### Signal metal coverage by tile, run 1

28 x 21 tiles, from dark blue (low) to red (high), scaled to the fullest tile. Values are wire area over tile area, all layers added.
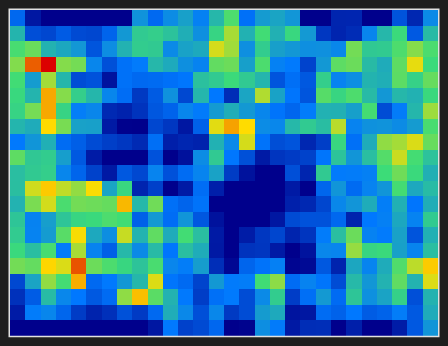
### Cell outlines without signal wires, run 1

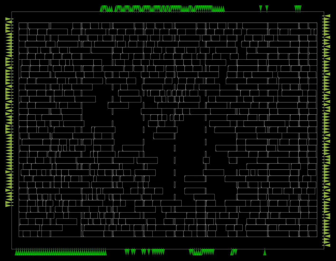
### Sizing map, run 1

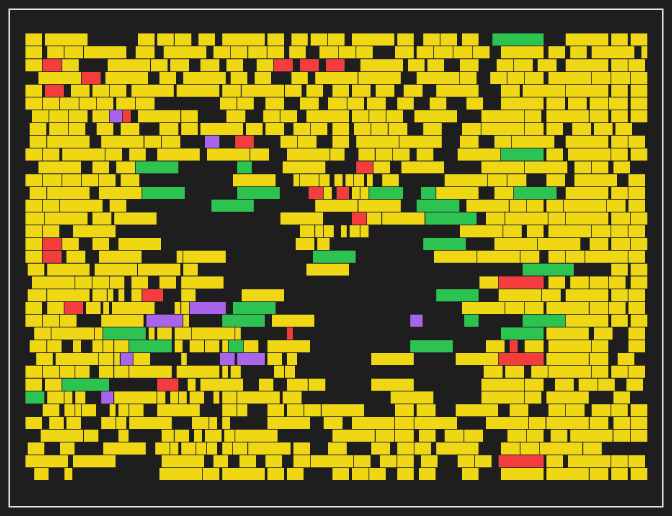
### Sequential cells coloured by netlist name, run 1

Scale bar: 50 um. Other sequential cells in the stronger grey, the rest of the logic in the fainter grey.
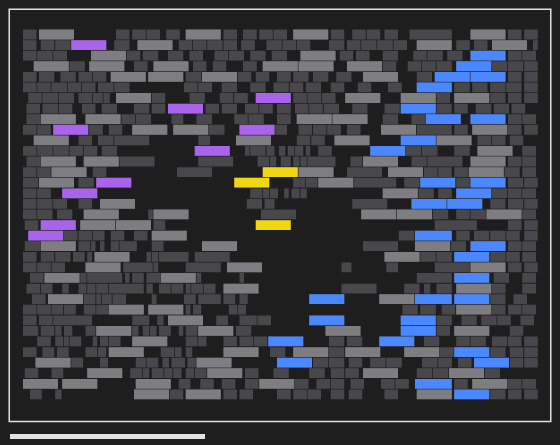
### src/rtl/arbitro_memoria.sv
// Multicycle sequencer and single-port memory arbiter for the rv32i core.
// Optional ARB_WATCHDOG_EN adds a mem_ready watchdog with a sticky bus_err and a HALT state.
module arbitro_memoria #(
  parameter int unsigned ADDR_W    = 10,
  parameter int unsigned WD_CYCLES = 64,
  parameter logic [31:0] NOP_WORD  = 32'h00000013
) (
  input  logic              clk,
  input  logic              reset,
  input  logic [31:0]       pc,
  input  logic [31:0]       ALUResult,
  input  logic [31:0]       rd2,
  input  logic              MemWrite,
  input  logic              MemRead,
  output logic [31:0]       instruccion,
  output logic [31:0]       ReadData,
  output logic              core_en,
  output logic              mem_req,
  output logic              mem_we,
  output logic [ADDR_W-1:0] mem_addr,
  output logic [31:0]       mem_wdata,
  input  logic [31:0]       mem_rdata,
  input  logic              mem_ready,
  output logic [31:0]       instr_count,
  output logic              bus_err
);

  typedef enum logic [2:0] {IDLE, FETCH, DECODE, DATA, COMMIT, HALT} state_t;

  state_t              state, state_nx;
  logic [ADDR_W-1:0]   daddr_q;
  logic                dwe_q;
  logic                dload_q;
  logic [31:0]         dwdata_q;
  logic                wd_trip;
  logic                unused_bits;

  assign unused_bits = ^{pc[31:ADDR_W+2], pc[1:0], ALUResult[31:ADDR_W+2], ALUResult[1:0]};

`ifdef ARB_WATCHDOG_EN
  localparam int unsigned     WD_W    = $clog2(WD_CYCLES + 1);
  localparam logic [WD_W-1:0] WD_LAST = WD_W'(WD_CYCLES - 1);

  logic [WD_W-1:0] wd_cnt;

  // Any cycle that is not a stalled transfer clears the counter, so it
  // starts from zero on every entry to FETCH or DATA.
  always_ff @(posedge clk or negedge reset) begin
    if (!reset) begin
      wd_cnt  <= '0;
      bus_err <= 1'b0;
    end else begin
      if ((state == FETCH || state == DATA) && !mem_ready) wd_cnt <= wd_cnt + 1'b1;
      else                                                wd_cnt <= '0;
      if (wd_trip) bus_err <= 1'b1;
    end
  end

  assign wd_trip = (state == FETCH || state == DATA) && !mem_ready && (wd_cnt == WD_LAST);
`else
  assign wd_trip = 1'b0;
  assign bus_err = 1'b0;
`endif

  always_ff @(posedge clk or negedge reset) begin
    if (!reset) state <= IDLE;
    else        state <= state_nx;
  end

  always_comb begin
    state_nx = state;
    case (state)
      IDLE:    state_nx = FETCH;
      FETCH:   if (mem_ready) state_nx = DECODE;
               else if (wd_trip) state_nx = HALT;
      DECODE:  state_nx = (MemWrite || MemRead) ? DATA : COMMIT;
      DATA:    if (mem_ready) state_nx = COMMIT;
               else if (wd_trip) state_nx = HALT;
      COMMIT:  state_nx = FETCH;
      HALT:    state_nx = HALT;
      default: state_nx = IDLE;
    endcase
  end

  // Fetch address follows pc directly: the core updates pc on the same edge
  // that leaves COMMIT, so a register loaded on that edge would see the old pc.
  always_comb begin
    mem_req   = (state == FETCH) || (state == DATA);
    mem_we    = (state == DATA) && dwe_q;
    core_en   = (state == COMMIT);
    mem_addr  = (state == FETCH) ? pc[ADDR_W+1:2] : daddr_q;
    mem_wdata = dwdata_q;
  end

  always_ff @(posedge clk or negedge reset) begin
    if (!reset) begin
      daddr_q     <= '0;
      dwe_q       <= 1'b0;
      dload_q     <= 1'b0;
      dwdata_q    <= '0;
      instruccion <= NOP_WORD;
      ReadData    <= '0;
      instr_count <= '0;
    end else begin
      if (state == DECODE && (MemWrite || MemRead)) begin
        daddr_q  <= ALUResult[ADDR_W+1:2];
        dwe_q    <= MemWrite;
        dload_q  <= MemRead && !MemWrite;
        dwdata_q <= rd2;
      end
      if (state == FETCH && mem_ready)            instruccion <= mem_rdata;
      if (state == DATA && mem_ready && dload_q)  ReadData    <= mem_rdata;
      if (state == COMMIT)                        instr_count <= instr_count + 32'd1;
    end
  end

endmodule

### config.mk
export PLATFORM = sky130hd
export DESIGN_NAME = arbitro_memoria
export DESIGN_NICKNAME = d
export VERILOG_FILES = /design/src/rtl/arbitro_memoria.sv
export SDC_FILE = /design/constraint.sdc
export NUM_CORES = 1
export LEC_CHECK = 0
export CORE_ASPECT_RATIO = 0.75
export CORE_MARGIN = 3
export CORE_UTILIZATION = 44
export CTS_BUF_LIST = sky130_fd_sc_hd__clkbuf_8 sky130_fd_sc_hd__clkbuf_16
export DETAILED_ROUTE_END_ITERATION = 12
export GPL_TIMING_DRIVEN = 0
export PLACE_DENSITY = 0.9
export REMOVE_ABC_BUFFERS = 1
export SYNTH_ARGS = -nofsm -noshare
export SYNTH_HDL_FRONTEND = slang
export SYNTH_SLANG_ARGS = --single-unit
### constraint.sdc
create_clock -name clk -period 3.65 [get_ports clk]
set_input_delay 0.5475 -clock clk [delete_from_list [all_inputs] [get_ports clk]]
set_output_delay 0.5475 -clock clk [all_outputs]
set_load 0.01 [all_outputs]
==> run summary, run 1 <==
Post-synthesis instance area: 5817 um^2
Worst-path clk slew: 0.06 ns
Simple share: 0.07507
Grt met2 use: 0.3323
Internal: 2.756 mW
Top cells excl fill/tap: clkdlybuf4s50_1, dfrtp_1, mux2_1
CTS root buf: clkbuf_16
Power density over the cells: 394.5 nW/um^2
Yosys aoi share: 0.009464
Io pins: 275
Switching power: 0.7398 mW
Hold Vio Cnt, Final: 0
Tool Warnings: 69
Post-CTS resize count: 0
Yosys chip area: 5817 um^2
Max Slew Vio Count: 0
WP data arrival: 2.76 ns
Hpwl dp: 10580 um
Slew at the pin closest to its max-slew limit: 0.8582 ns
Worst Path Required: 3.10 ns
FA/HA/MAJ Cells, Area Fraction: 0.002151
Latest clock arrival within the worst-skew pair: 0.40 ns
Clk_skew: 0.007188 ns
Max stage delay on crit path: 0.63 ns
Cycle use final: 0.9066
Total grt overflow: 0
CTS Buf Count: 17
Maximum VDD drop: 0.0003064 V
Main logic family: multiplexers
Die H: 105.6 um
Seq share, synth: 0.6158
Layout cells sized above 1: 0.09119
Ys async rst share: 1.000
Worst slack at placement: 0.4519 ns
# Cells Yosys: 390
Most used logic cell in the final layout: clkdlybuf4s50_1
Max Cap Viol: 0
Synth warnings: 0
CTS Hold Bufs: 0
Status: complete, no violations
Gr busiest metal: met2
Max FO, Critical Path: 11
CP max stage cell: nor2b_2
Final setup vio count: 0
CTS tree: built
HP Class: in2async
Vias per Instance: 4.999
CP delay by family, top: simple AND/OR/NAND/NOR gates
Met3 Use GR: 0.07982
Multiplexer share: 0.2284
Post-route DRC: 0
Combinational power share: 0.039
Global placer's final weighted congestion: 0.7821
Fin crit period: 3.309 ns
PortBufs: 229
Notes on 'Signal metal coverage by tile' above:
emptiest ninth of the die	centre
nearly empty tiles	8.7%
tiles over half the peak	17%
mean over tiles	0.16

Notes on 'Cell outlines without signal wires' above:
flop count: 143
core area: 12610 um^2
Core Util, Final: 0.7026

Notes on 'Sizing map' above:
size	colour	cells	share	most used
x1 and smaller	yellow	578	91%	clkdlybuf4s50_1
x3 and x4	purple	9	1.4%	clkinvlp_4
x2	red	22	3.5%	mux2_2
x6 and larger	green	27	4.2%	clkbuf_16
Layout area overhead: 52.33%
Final WS setup: 0.3411 ns
Design Area, Final: 8861 um^2

Notes on 'Sequential cells coloured by netlist name' above:
name in the netlist	colour	placed flops
instruccion	blue	32
daddr_q	purple	10
state	yellow	3
flop share of the area: 0.4043
Storage cell area: 3582 um^2
P_seq: 1.59 mW

run 1: through the flow:
| step | cell area (um^2) | util | instances | TNS, ns | power (mW) |
|---|---|---|---|---|---|
| 5_1_grt | 8861 | 0.7026 | 802 | 0 | 3.618 |
| 4_1_cts | 8859 | 0.7024 | 802 | 0 | 3.537 |
| 2_1_floorplan | 5698 | - | 373 | 0 | 1.617 |
| 6_report | 8861 | 0.7026 | 802 | 0 | 3.496 |
| 3_3_place_gp | 8198 | 0.6500 | 768 | -459.78 | 1.747 |
| 3_5_place_dp | 8250 | 0.6542 | 770 | 0 | 1.753 |
run 1: state kept, by name, indices dropped and copies added, names as in the netlist:
register / flops
ReadData: 32
instr_count: 32
instruccion: 32
mem_wdata: 32
daddr_q: 10
state: 3
dload_q: 1
dwe_q: 1
run 1: Yosys cell counts, types with 2 or more instances:
cell type	number	share of area
dfrtp_1	140	0.60
mux2_1	108	0.21
xnor2_1	27	0.041
nand4_1	13	0.014
nand3_1	12	0.010
buf_4	11	0.014
nand2_1	11	0.0071
mux2_2	10	0.019
nor2_1	6	0.0039
buf_2	5	0.0043
a21oi_1	4	0.0034
and3_1	4	0.0043
xor2_1	4	0.0060
and4_1	3	0.0045
dfstp_2	3	0.014
nor3_1	3	0.0026
and2_1	2	0.0022
nand2b_1	2	0.0022
nand3b_1	2	0.0026
nor2b_1	2	0.0022
nor4_4	2	0.0073
o21ai_1	2	0.0017
run 1: worst paths after layout:
| path | cells after the start | startpoint | to |
|---|---|---|---|
| min reg2reg | 1 | instr_count[31] | instr_count[31] |
| min | 1 | reset | instr_count[28] |
| max | 4 | state[0] | mem_addr[8] |
| max in group asynchronous | 2 | reset | state[0] |
| max reg2reg | 4 | state[0] | instruccion[9] |
| min in group clk | 1 | instr_count[31] | instr_count[31] |
run 1: cell families (layout without fill, tap and decap cells):
| kind of cell | after synthesis | in the layout |
|---|---|---|
| other cells | 1 | 1 |
| flops | 143 | 143 |
| mux | 118 | 118 |
| simple gates | 68 | 68 |
| fa+ha+maj | 1 | 1 |
| xor+xnor | 31 | 31 |
| buf+inv | 19 | 265 |
| compound gates | 9 | 9 |
run 1: power by group through the flow:
stage | clock network (mW) | registers, mW | logic (mW)
after detailed placement | 0 | 1.61 | 0.139
after CTS | 1.81 | 1.59 | 0.141
final | 1.77 | 1.59 | 0.138
after global placement | 0 | 1.62 | 0.131
after floorplan | 0 | 1.61 | 0.00273
after global routing | 1.88 | 1.58 | 0.151
run 1: final cells by class:
type,count,area (um^2)
Tap cell,166,207.7
Multi-Input combinational cell,228,2115
Clock buffer,17,425.4
Sequential cell,143,3582
Clock inverter,15,182.7
Fill cell,816,3751
Inverter,2,7.507
Timing Repair Buffer,231,2341
run 1: routing by layer:
metal | routed length, um | vias to the layer above
li1 | - | 1853
met1 | 6097 | 1977
met2 | 7028 | 168
met3 | 1223 | 11
met4 | 119 | 0
met5 | 0 | -
### Clock wires, drivers and flops, run 1

Scale bar: 50 um.
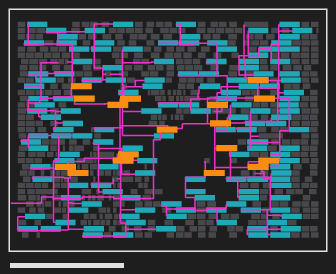

## Run 2: what changed since run 1
--- a/config.mk
+++ b/config.mk
@@ -12,7 +12,6 @@
 export DETAILED_ROUTE_END_ITERATION = 12
 export GPL_TIMING_DRIVEN = 0
 export PLACE_DENSITY = 0.9
-export REMOVE_ABC_BUFFERS = 1
 export SYNTH_ARGS = -nofsm -noshare
 export SYNTH_HDL_FRONTEND = slang
 export SYNTH_SLANG_ARGS = --single-unit
### Clock wires, drivers and flops, run 2

Scale bar: 50 um.
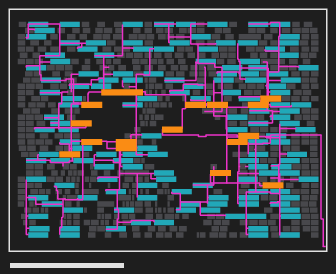
[clock wires] magenta | length: 1730 um
[clock-net drivers] orange | count: 17
[flip-flops] cyan | count: 143
flops lie	all over the die

### Sequential cells coloured by netlist name, run 2

Scale bar: 50 um. Other sequential cells in the stronger grey, the rest of the logic in the fainter grey.
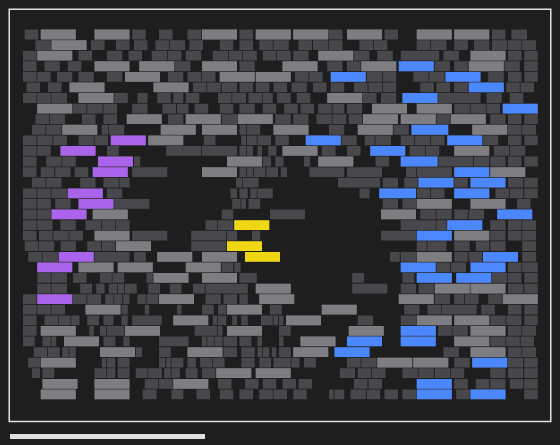
name in the netlist	colour	placed flops
state	yellow	3
instruccion	blue	32
daddr_q	purple	10

==> run summary, run 2 <==
Total Negative Setup Slacks: 0 ns (unchanged)
PortBufs: 229 (unchanged)
CTS tree: built
Yosys chip area: 5817 um^2 (unchanged)
Tool Warnings: 70 (+1.4%)
Cycle use final: 0.8518 (-0.05474)
Filler instances: 806 (-1.2%)
Max Cap Viol: 0 (unchanged)
Top cells excl fill/tap: clkdlybuf4s50_1, dfrtp_1, mux2_1
Synth warnings: 0 (unchanged)
Hold Vio Cnt, Final: 0 (unchanged)
Seq share, synth: 0.6158 (unchanged)
HP Class: in2async
Synth top area share: 0.6023 (unchanged)
Clk_skew: 0.01139 ns (+0.004199 ns)
Max Slew Vio Count: 0 (unchanged)
Layout Cells excl Fill: 818 (+2.0%)
Combinational gate area: 2108 um^2 (-0.30%)
CTS Hold Bufs: 0 (unchanged)
Status: complete, no violations
Total grt overflow: 0 (unchanged)
Io pins: 275 (unchanged)
Via count: 4074
Power density over the cells: 392.3 nW/um^2 (-0.57%)
Most frequent cell after synthesis: dfrtp_1
Slew margin rel.: 0.5695
WP data arrival: 2.56 ns (-0.20 ns)
Cell type with the largest total area: dfrtp_1
Storage cell area: 3582 um^2 (unchanged)
Die H: 105.6 um (unchanged)
Ys async rst share: 1.000 (unchanged)
Hpwl dp: 10700 um (+1.1%)
Global placer's final weighted congestion: 0.7928 (+1.4%)
Vias per Instance: 4.980 (-0.37%)
Internal: 2.779 mW (+0.84%)
Worst-path clk slew: 0.06 ns (about the same)
Main area contributors: dfrtp_1, mux2_1, xnor2_1
Post-synth top cells: dfrtp_1, mux2_1, xnor2_1
Latest clock arrival within the worst-skew pair: 0.40 ns (about the same)
Final setup vio count: 0 (unchanged)
Fin crit period: 3.109 ns (-0.1998 ns)
Mapped Cells: 390
Max FO, Critical Path: 10 (-1)
CTS root buf: clkbuf_16
CP endpoint kind: output pin
Placed insts: 786 (+2.1%)
Core area: 12610 um^2 (unchanged)
Layout area overhead: 54.08%
CTS Buf Count: 17 (unchanged)
Most used logic cell in the final layout: clkdlybuf4s50_1
Layout cells sized above 1: 0.1074 (+0.01617)
Maximum VDD drop: 0.0003216 V (+5.0%)
Post-CTS resize count: 0 (unchanged)
Slew at the pin closest to its max-slew limit: 0.6458 ns (-0.2124 ns)
Worst Path Required: 3.10 ns (about the same)
# Cells Yosys: 390 (unchanged)
Initial antenna violation count: 0
Vias in the first global route: 4392
Combinational power share: 0.040 (about the same)
Switching power: 0.7366 mW (-0.43%)
Post-synthesis instance area: 5817 um^2 (unchanged)
Post-route DRC: 0 (unchanged)
run 2: cell counts after synthesis:
No cell type changed its count.
run 2: power groups by stage:
| stage | Clock, mW | Sequential (mW) | Combinational [mW] |
|---|---|---|---|
| after floorplan | 0 | 1.61 | 0.00353 |
| after detailed placement | 0 | 1.61 | 0.141 |
| final | 1.79 | 1.59 | 0.139 |
| after global placement | 0 | 1.62 | 0.132 |
| after CTS | 1.83 | 1.59 | 0.142 |
| after global routing | 1.91 | 1.58 | 0.152 |
run 2: worst paths after layout:
kind	start	end	slack, ns	cells past startpoint
worst min-delay path	reset	ReadData[22]	0.13	1
worst min register to register	instr_count[31]	instr_count[31]	0.48	1
worst max register to register	state[0]	instruccion[19]	1.62	7
max in group asynchronous	reset	state[1]	2.71	2
worst max-delay path	state[0]	mem_addr[5]	0.54	6
min in group clk	instr_count[31]	instr_count[31]	0.48	1
run 2: kinds of logic after synthesis:
group,Yosys count,synth area share
compound gates,9,0.009466
xor+xnor,31,0.04668
fa+ha+maj,1,0.002151
buf+inv,19,0.02172
flops,143,0.6158
mux,118,0.2284
other cells,1,0.0006447
simple gates,68,0.07507
run 2: area by class of cell:
type	instances	area share
well taps	166	0.02317
clock inverters	14	0.01982
repair buffers	230	0.2590
clock buffers	18	0.04900
multi-input cells	228	0.2352
flip-flops and latches	143	0.3997
inverters	2	0.0008376
plain buffers	17	0.01326
run 2: stage by stage:
stage	setup slack (ns)	area [um^2]	power, mW	hold slack (ns)	util
2_1_floorplan	1.573	5817	1.618	0.2519	-
3_3_place_gp	-3.291	8317	1.747	0.4617	0.6594
3_5_place_dp	0.9369	8346	1.755	0.4693	0.6617
4_1_cts	0.4883	8962	3.556	0.1620	0.7106
5_1_grt	0.3703	8962	3.645	0.1795	0.7106
6_report	0.5409	8962	3.516	0.1301	0.7106
run 2: worst max-delay path, cell delays in order, from the launching register on:
cell             delay [ns]
dfrtp_1                0.34
buf_6                  0.13
nor2b_1                0.29
nor2b_1                0.26
buf_2                  0.28
mux2_2                 0.36
clkdlybuf4s50_1        0.50
run 2: routing by layer:
metal,global-route usage,up-vias,share of wire
li1,-,1880,-
met1,0.2360,2028,0.42
met2,0.3347,157,0.50
met3,0.07982,9,0.071
met4,0.03911,0,0.0082
met5,0,-,0
### Signal metal coverage by tile, run 2

28 x 21 tiles, from dark blue (low) to red (high), scaled to the fullest tile. Values are wire area over tile area, all layers added.
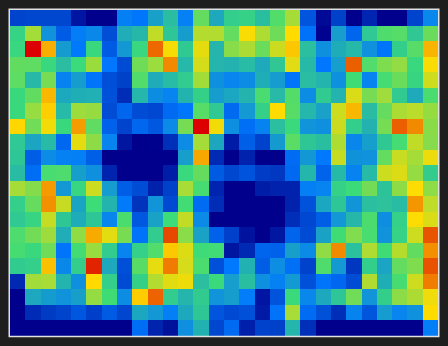

## Run 3: what changed since run 2
--- a/config.mk
+++ b/config.mk
@@ -6,12 +6,13 @@
 export NUM_CORES = 1
 export LEC_CHECK = 0
 export CORE_ASPECT_RATIO = 0.75
-export CORE_MARGIN = 3
+export CORE_MARGIN = 5
 export CORE_UTILIZATION = 44
 export CTS_BUF_LIST = sky130_fd_sc_hd__clkbuf_8 sky130_fd_sc_hd__clkbuf_16
 export DETAILED_ROUTE_END_ITERATION = 12
 export GPL_TIMING_DRIVEN = 0
 export PLACE_DENSITY = 0.9
+export SKIP_LAST_GASP = 1
 export SYNTH_ARGS = -nofsm -noshare
 export SYNTH_HDL_FRONTEND = slang
 export SYNTH_SLANG_ARGS = --single-unit
### Signal metal coverage by tile, run 3

29 x 22 tiles, from dark blue (low) to red (high), scaled to the fullest tile. Values are wire area over tile area, all layers added.
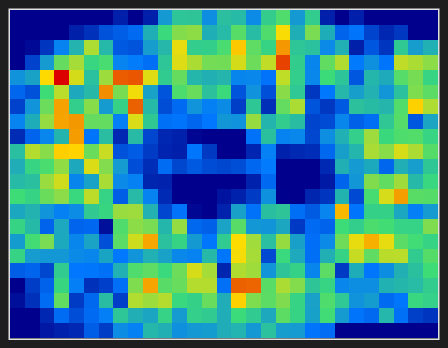
mean over tiles	0.15
nearly empty tiles	9.2%
tiles over half the peak	26%
fullest tile	0.41
emptiest ninth of the die	centre
GRT Total Usage: 0.1893
via count: 4063
wire length per cell: 17.71 um

### Sequential cells coloured by netlist name, run 3

Scale bar: 50 um. Other sequential cells in the stronger grey, the rest of the logic in the fainter grey.
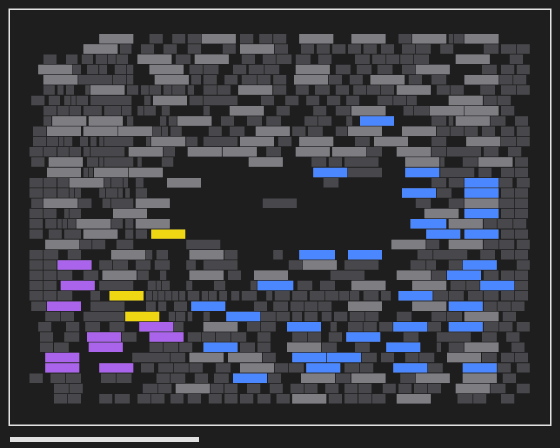
name in the netlist	colour	placed flops
state	yellow	3
instruccion	blue	32
daddr_q	purple	10
not coloured	98
Core Util, Final: 0.6875
flop share of the area: 0.4017

==> run summary, run 3 <==
Final setup vio count: 0 (unchanged)
Launching element type of the critical path: flop
Max stage delay on crit path: 0.51 ns (about the same)
Total grt overflow: 0 (unchanged)
Layout cells sized above 1: 0.1028 (-0.004601)
Synth top area share: 0.6023 (unchanged)
Cycle use final: 0.8508 (-0.001008)
Slew at the pin closest to its max-slew limit: 0.6898 ns (+0.04397 ns)
Worst-path clk slew: 0.05 ns (about the same)
DR top layer: met4
Maximum VDD drop: 0.0003174 V (-1.3%)
CP endpoint kind: output pin
CTS tree: built
Reg-to-reg endpoint: mem_wdata[0]
Worst slack at placement: 0.9955 ns (+0.05859 ns)
Cell type with the largest total area: dfrtp_1
Most frequent cell after synthesis: dfrtp_1
Max Cap Viol: 0 (unchanged)
Ys async rst share: 1.000 (unchanged)
Total Negative Setup Slacks: 0 ns (unchanged)
Hold Vio Cnt, Final: 0 (unchanged)
FF-to-FF setup slack: 1.67 ns (+0.05 ns)
Fin crit period: 3.105 ns (-0.003680 ns)
Synth warnings: 0 (unchanged)
Hpwl dp: 11230 um (+5.0%)
Max Slew Vio Count: 0 (unchanged)
Post-synthesis instance area: 5817 um^2 (unchanged)
Core area: 12970 um^2 (+2.9%)
CTS Buf Count: 17 (unchanged)
Main area contributors: dfrtp_1, mux2_1, xnor2_1
Seq share, synth: 0.6158 (unchanged)
CP delay by family, top: buffers and inverters
Layout area overhead: 53.32%
PortBufs: 229 (unchanged)
Mapped Cells: 390 (unchanged)
Top cells excl fill/tap: clkdlybuf4s50_1, dfrtp_1, mux2_1
Max FO, Critical Path: 10 (unchanged)
Most used logic cell in the final layout: clkdlybuf4s50_1
Status: complete, no violations
# Cells Yosys: 390 (unchanged)
Met1 Wirelength: 6041 um (+0.62%)
Vias per Instance: 4.937 (-0.88%)
Slew margin rel.: 0.5402 (-0.02931)
Most frequent CP cell: nor2b_1
Final WS setup: 0.5445 ns (+0.003680 ns)
Placed inst area: 8352 um^2 (about the same)
Latest clock arrival within the worst-skew pair: 0.40 ns (about the same)
Die H: 109.6 um (+3.8%)
Storage cell area: 3582 um^2 (unchanged)
HP Class: in2async
Design Area, Final: 8919 um^2 (-0.49%)
Worst Path Required: 3.10 ns (about the same)
CP Cell Sequence: buf_6, nor2b_1, nor2b_1, buf_2, mux2_2, clkdlybuf4s50_1
CTS Hold Bufs: 0 (unchanged)
CP max stage cell: clkdlybuf4s50_1
Total power: 3.361 mW (-4.4%)
Post-route DRC: 0 (unchanged)
Initial antenna violation count: 0 (unchanged)
Vias in the first global route: 4344 (-1.1%)
RR Startpoint: state[2]
WP buf/inv: 3 (unchanged)
WP data arrival: 2.56 ns (about the same)
Post-synth top cells: dfrtp_1, mux2_1, xnor2_1
R2R cell count: 6 (-1)
Global placer's final weighted congestion: 0.8018 (+1.1%)
Worst setup startpoint: state[0]
Io pins: 275 (unchanged)
Clk_skew: 0.005698 ns (-0.005689 ns)
Post-CTS resize count: 0 (unchanged)
Combinational gate area: 2108 um^2 (unchanged)
Yosys chip area: 5817 um^2 (unchanged)
==> run 3: cell counts after synthesis <==
Identical to the previous run, type by type.
==> run 3: worst max-delay path by stage <==
stage	endpoint	slack (ns)	cells after the start
floorplan	mem_addr[0]	1.57	5
finish	mem_addr[5]	0.54	6
global placement	mem_wdata[20]	-3.34	1
CTS	mem_addr[5]	0.53	6
global route	mem_addr[2]	0.38	6
detailed placement	mem_addr[5]	1.0	6
==> run 3: cell families after synthesis <==
kind of cell,synth area share
fa+ha+maj,0.002151
other cells,0.0006447
compound gates,0.009466
mux,0.2284
simple gates,0.07507
flops,0.6158
buf+inv,0.02172
xor+xnor,0.04668
==> run 3: layout make-up <==
cell class	count	share of cell area
sequential	143	0.4017
buffer	17	0.01333
tap	171	0.02399
timing repair buffer	230	0.2602
clock buffer	18	0.04924
clock inverter	14	0.01431
multi-input combinational	228	0.2364
inverter	2	0.0008418
==> run 3: worst register-to-register path: stages, from the launching register on <==
cell      delay, ns
dfrtp_1        0.42
nand2b_1       0.18
nor2_1         0.29
o21a_1         0.17
buf_2          0.21
buf_4          0.24
mux2_1         0.35
==> run 3: routing by layer <==
metal | GRT usage | vias to the layer above
li1 | - | 1886
met1 | 0.2347 | 2036
met2 | 0.3277 | 127
met3 | 0.04913 | 14
met4 | 0.05834 | 0
met5 | 0 | -
==> run 3: per-stage QoR <==
stage	cells	hold WS [ns]	util
4_1_cts	823	0.1767	0.6875
2_1_floorplan	390	0.2519	-
5_1_grt	823	0.2157	0.6875
6_report	823	0.1554	0.6875
3_3_place_gp	790	0.4645	0.6416
3_5_place_dp	791	0.4734	0.6438
==> run 3: power by group <==
part	leakage (nW)	internal, mW	total [mW]	switching [mW]
Sequential	1.98	1.59	1.59	0
Clock	0.285	1.01	1.64	0.627
Combinational	1.99	0.0875	0.139	0.0510
Power figures rest on the tool's default switching activity, not on a simulated workload.
